## src/rtl/keypad_scan_ctrl.sv

```systemverilog
// rtl/keypad_scan_ctrl.sv - 4x4 keypad row scanner with frame debouncer and one-hot key commit
// Rows are driven one at a time; columns are sampled at the end of each dwell.
module keypad_scan_ctrl #(
  parameter int SCAN_DIV       = 1000,
  parameter int DEBOUNCE_SCANS = 8
) (
  input  logic        CLK,
  input  logic        RST,
  input  logic [3:0]  col_n,
  output logic [3:0]  row_n,
  output logic [15:0] keyin,
  output logic        key_valid,
  output logic        key_strobe,
  output logic        multi_key
);

  localparam int DW = $clog2(SCAN_DIV);
  localparam int MW = $clog2(DEBOUNCE_SCANS + 1);
  localparam logic [DW-1:0] DWELL_LAST = DW'(SCAN_DIV - 1);
  localparam logic [MW-1:0] MATCH_MAX  = MW'(DEBOUNCE_SCANS);

  logic [3:0]    r_col_meta;
  logic [3:0]    r_col_s;
  logic [DW-1:0] r_dwell;
  logic [1:0]    r_row;
  logic [3:0]    r_row_n;
  logic [15:0]   r_frame;
  logic          r_frame_done;
  logic [15:0]   r_cand;
  logic [MW-1:0] r_match;
  logic [15:0]   r_committed;
  logic [15:0]   r_keyin;
  logic          r_key_valid;
  logic          r_key_strobe;
  logic          r_multi_key;

  logic          w_dwell_last;
  logic          w_none;
  logic          w_single;
  logic [MW-1:0] w_match_next;
  logic          w_commit;

  assign w_dwell_last = (r_dwell == DWELL_LAST);
  assign w_none       = (r_frame == 16'h0000);
  assign w_single     = !w_none && ((r_frame & (r_frame - 16'd1)) == 16'h0000);

  always_comb begin
    w_match_next = MW'(1);
    if (r_frame == r_cand) begin
      w_match_next = (r_match == MATCH_MAX) ? r_match : r_match + MW'(1);
    end
  end

  // Committed frame includes multi-key patterns so a held chord does not re-commit.
  assign w_commit = r_frame_done && (w_match_next == MATCH_MAX) && (r_frame != r_committed);

  always_ff @(posedge CLK) begin
    if (RST) begin
      r_col_meta   <= 4'hF;
      r_col_s      <= 4'hF;
      r_dwell      <= '0;
      r_row        <= 2'd0;
      r_row_n      <= 4'b1110;
      r_frame      <= 16'h0000;
      r_frame_done <= 1'b0;
    end else begin
      r_col_meta   <= col_n;
      r_col_s      <= r_col_meta;
      r_frame_done <= 1'b0;
      if (w_dwell_last) begin
        r_dwell                     <= '0;
        r_frame[{r_row, 2'b00} +: 4] <= ~r_col_s;
        r_row                       <= r_row + 2'd1;
        r_row_n                     <= ~(4'b0001 << (r_row + 2'd1));
        r_frame_done                <= (r_row == 2'd3);
      end else begin
        r_dwell <= r_dwell + DW'(1);
      end
    end
  end

  always_ff @(posedge CLK) begin
    if (RST) begin
      r_cand       <= 16'h0000;
      r_match      <= '0;
      r_committed  <= 16'h0000;
      r_keyin      <= 16'h0000;
      r_key_valid  <= 1'b0;
      r_key_strobe <= 1'b0;
      r_multi_key  <= 1'b0;
    end else begin
      r_key_strobe <= 1'b0;
      if (r_frame_done) begin
        r_cand  <= r_frame;
        r_match <= w_match_next;
      end
      if (w_commit) begin
        r_committed  <= r_frame;
        r_keyin      <= w_single ? r_frame : 16'h0000;
        r_key_valid  <= w_single;
        r_multi_key  <= !w_none && !w_single;
        r_key_strobe <= w_single;
      end
    end
  end

  assign row_n      = r_row_n;
  assign keyin      = r_keyin;
  assign key_valid  = r_key_valid;
  assign key_strobe = r_key_strobe;
  assign multi_key  = r_multi_key;

endmodule

```

## config.mk

```make
export PLATFORM = sky130hd
export DESIGN_NAME = keypad_scan_ctrl
export DESIGN_NICKNAME = d
export VERILOG_FILES = /design/src/rtl/keypad_scan_ctrl.sv
export SDC_FILE = /design/constraint.sdc
export NUM_CORES = 1
export LEC_CHECK = 0
export CORE_ASPECT_RATIO = 0.6
export CORE_MARGIN = 8
export CORE_UTILIZATION = 57
export DETAILED_ROUTE_END_ITERATION = 12
export GPL_TIMING_DRIVEN = 0
export PLACE_DENSITY = 0.89
export SYNTH_ARGS = -nofsm -noshare
export SYNTH_HDL_FRONTEND = slang
export SYNTH_SLANG_ARGS = --single-unit
```

## constraint.sdc

```tcl
create_clock -name CLK -period 7.1 [get_ports CLK]
set_input_delay 2.13 -clock CLK [delete_from_list [all_inputs] [get_ports CLK]]
set_output_delay 2.13 -clock CLK [all_outputs]
set_load 0.05 [all_outputs]
```

==> results.txt <==
Notes on the physical implementation.

- The sum of negative setup slack is 0 ns, for reference.
- The layout has 538 filler cells.
- Per the layout area report, the combinational fraction of cell area is 43.2%.
- The register fraction of the total cell area is 38.3%, for reference.
- The area recorded from the Yosys report for this design is 0.00431 mm^2.
- The cts-stage hold buffer count is 0, for reference.
- The total standard cell area after synthesis is 0.00431 mm^2, for reference.
- Yosys mapped the design onto 46 distinct sky130hd cell types.
- The proportion of cell area spent on the clock network is 5.99%, for reference.
- For the worst setup path, the data arrival time is 3.96 ns.
- The part of the Yosys area used for sequential elements is 44.6%, for reference.
- The worst setup skew after layout is 0.00763 ns, for reference.
- The area fraction in full adders, half adders and majority gates is 2.85%, for reference.
- The report lists the power per cell area as 211 mW/mm^2.
- Synthesis handed over a netlist of 472 instances.
- Looking at the cell usage after synthesis, the top flip-flop cell is sky130_fd_sc_hd__dfxtp_1.
- The leading cell category by total area is logic gates, for reference.
- The number of buffers outside the clock class in the layout is 66, for reference.
- For this run, combinational gates with multiple inputs come to 328.
- The count of final hold-check violations is 0, for reference.
- The flow ran to the end, and the final reports show no timing, DRC or antenna violations.
- In the final layout, excluding clock inverters the inverter count is 10.
- The placed wire-length estimate after detailed placement is 7220 um, for reference.
- The maximum buffer depth of the clock tree is 2, for reference.
- The max-cap check violation count is 0, for reference.
- The count of state elements after synthesis is 96, for reference.
- The chip occupies 0.0107 mm^2.
- The number of non-filler instances in the completed layout is 620, for reference.
- The dominant non-sequential cell family after synthesis is simple AND/OR/NAND/NOR gates, for reference.
- The number of vias after detailed routing is 3514, for reference.
- The overall track demand over capacity in global routing is 20.7%, for reference.
- Cell internal power was estimated by the tool at 834 uW.
- STA classifies the critical path endpoint as a flop.
- The DRC marker count from the first detailed-route iteration is 247, for reference.
[stage by stage]
stage               instance area [um^2]  setup WS [ns]  total power, uW
floorplan                           4310           4.10              569
global placement                    4720           3.06              577
detailed placement                  4720           3.05              578
CTS                                 5020           3.39             1060
global route                        5020           3.25             1090
finish                              5020           3.35             1060
[final timing paths]
| path | cells after the start | startpoint | endpoint | slack (ns) |
|---|---|---|---|---|
| worst min-delay path | 1 | r_col_meta[1] | r_col_s[1] | 0.41 |
| worst max-delay path | 5 | RST | r_row[0] | 3.35 |
| worst min register to register | 1 | r_col_meta[1] | r_col_s[1] | 0.41 |
| worst max register to register | 8 | r_frame[2] | keyin[6] | 4.08 |
[critical path, cell delays in order]
cell                              delay [ns]
sky130_fd_sc_hd__clkdlybuf4s50_1        0.55
sky130_fd_sc_hd__clkbuf_1               0.31
sky130_fd_sc_hd__clkbuf_1               0.35
sky130_fd_sc_hd__clkbuf_1               0.50
sky130_fd_sc_hd__nor2_1                 0.11
[cells in the mapped netlist, drive strengths merged, types with 2 or more instances]
cell	count	share of area [%]
nand2b	19	2.8
buf	15	2.2
nor3	17	2.1
nor4	9	1.7
xor2	22	4.5
inv	10	0.87
nand4	8	1.2
a21oi	27	3.2
nand3b	17	3.0
or4	2	0.35
or3	5	0.96
o21ai	22	3.3
or2	12	1.7
xnor2	20	4.1
nor2	67	5.8
ha	9	2.6
a221oi	2	0.41
dfxtp	96	45
nand3	6	0.70
mux2i	33	7.7
nand2	15	1.3
clkbuf	23	2.0
[layer usage]
| metal | global-route usage, % | share of wire (%) | up-vias |
|---|---|---|---|
| li1 | - | - | 1676 |
| met3 | 6.89 | 7.5 | 17 |
| met4 | 5.90 | 0.85 | 0 |
| met1 | 26.9 | 46 | 1685 |
| met5 | 0 | 0 | - |
| met2 | 31.8 | 46 | 136 |
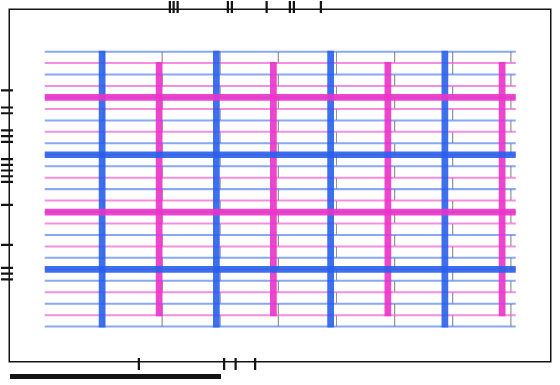
(power grid)
Scale bar: 50 um. Pins as bars on the die edge. Tap cells in gray.
- blue: VSS
- magenta: VDD
- signal pins: 29
- met4 straps: 8
- tap cells: 104
Max IR drop VDD: 0.000142 V
die height: 83.3 um
Core Footprint: 0.00730 mm^2

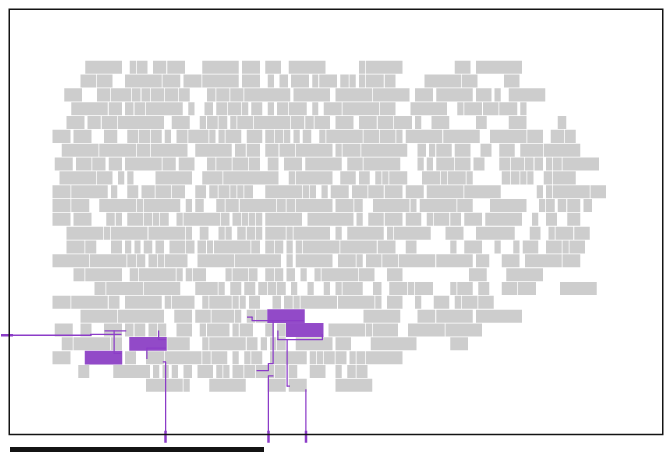
(port wiring)
Scale bar: 50 um.
- purple: row_n (bits 4; direction output; edge 3 south, 1 west; end cells 4; buffers 4; wire 121 um)
port buffer count: 28
top-level port count: 29

Power is estimated from default activity; no workload was simulated.
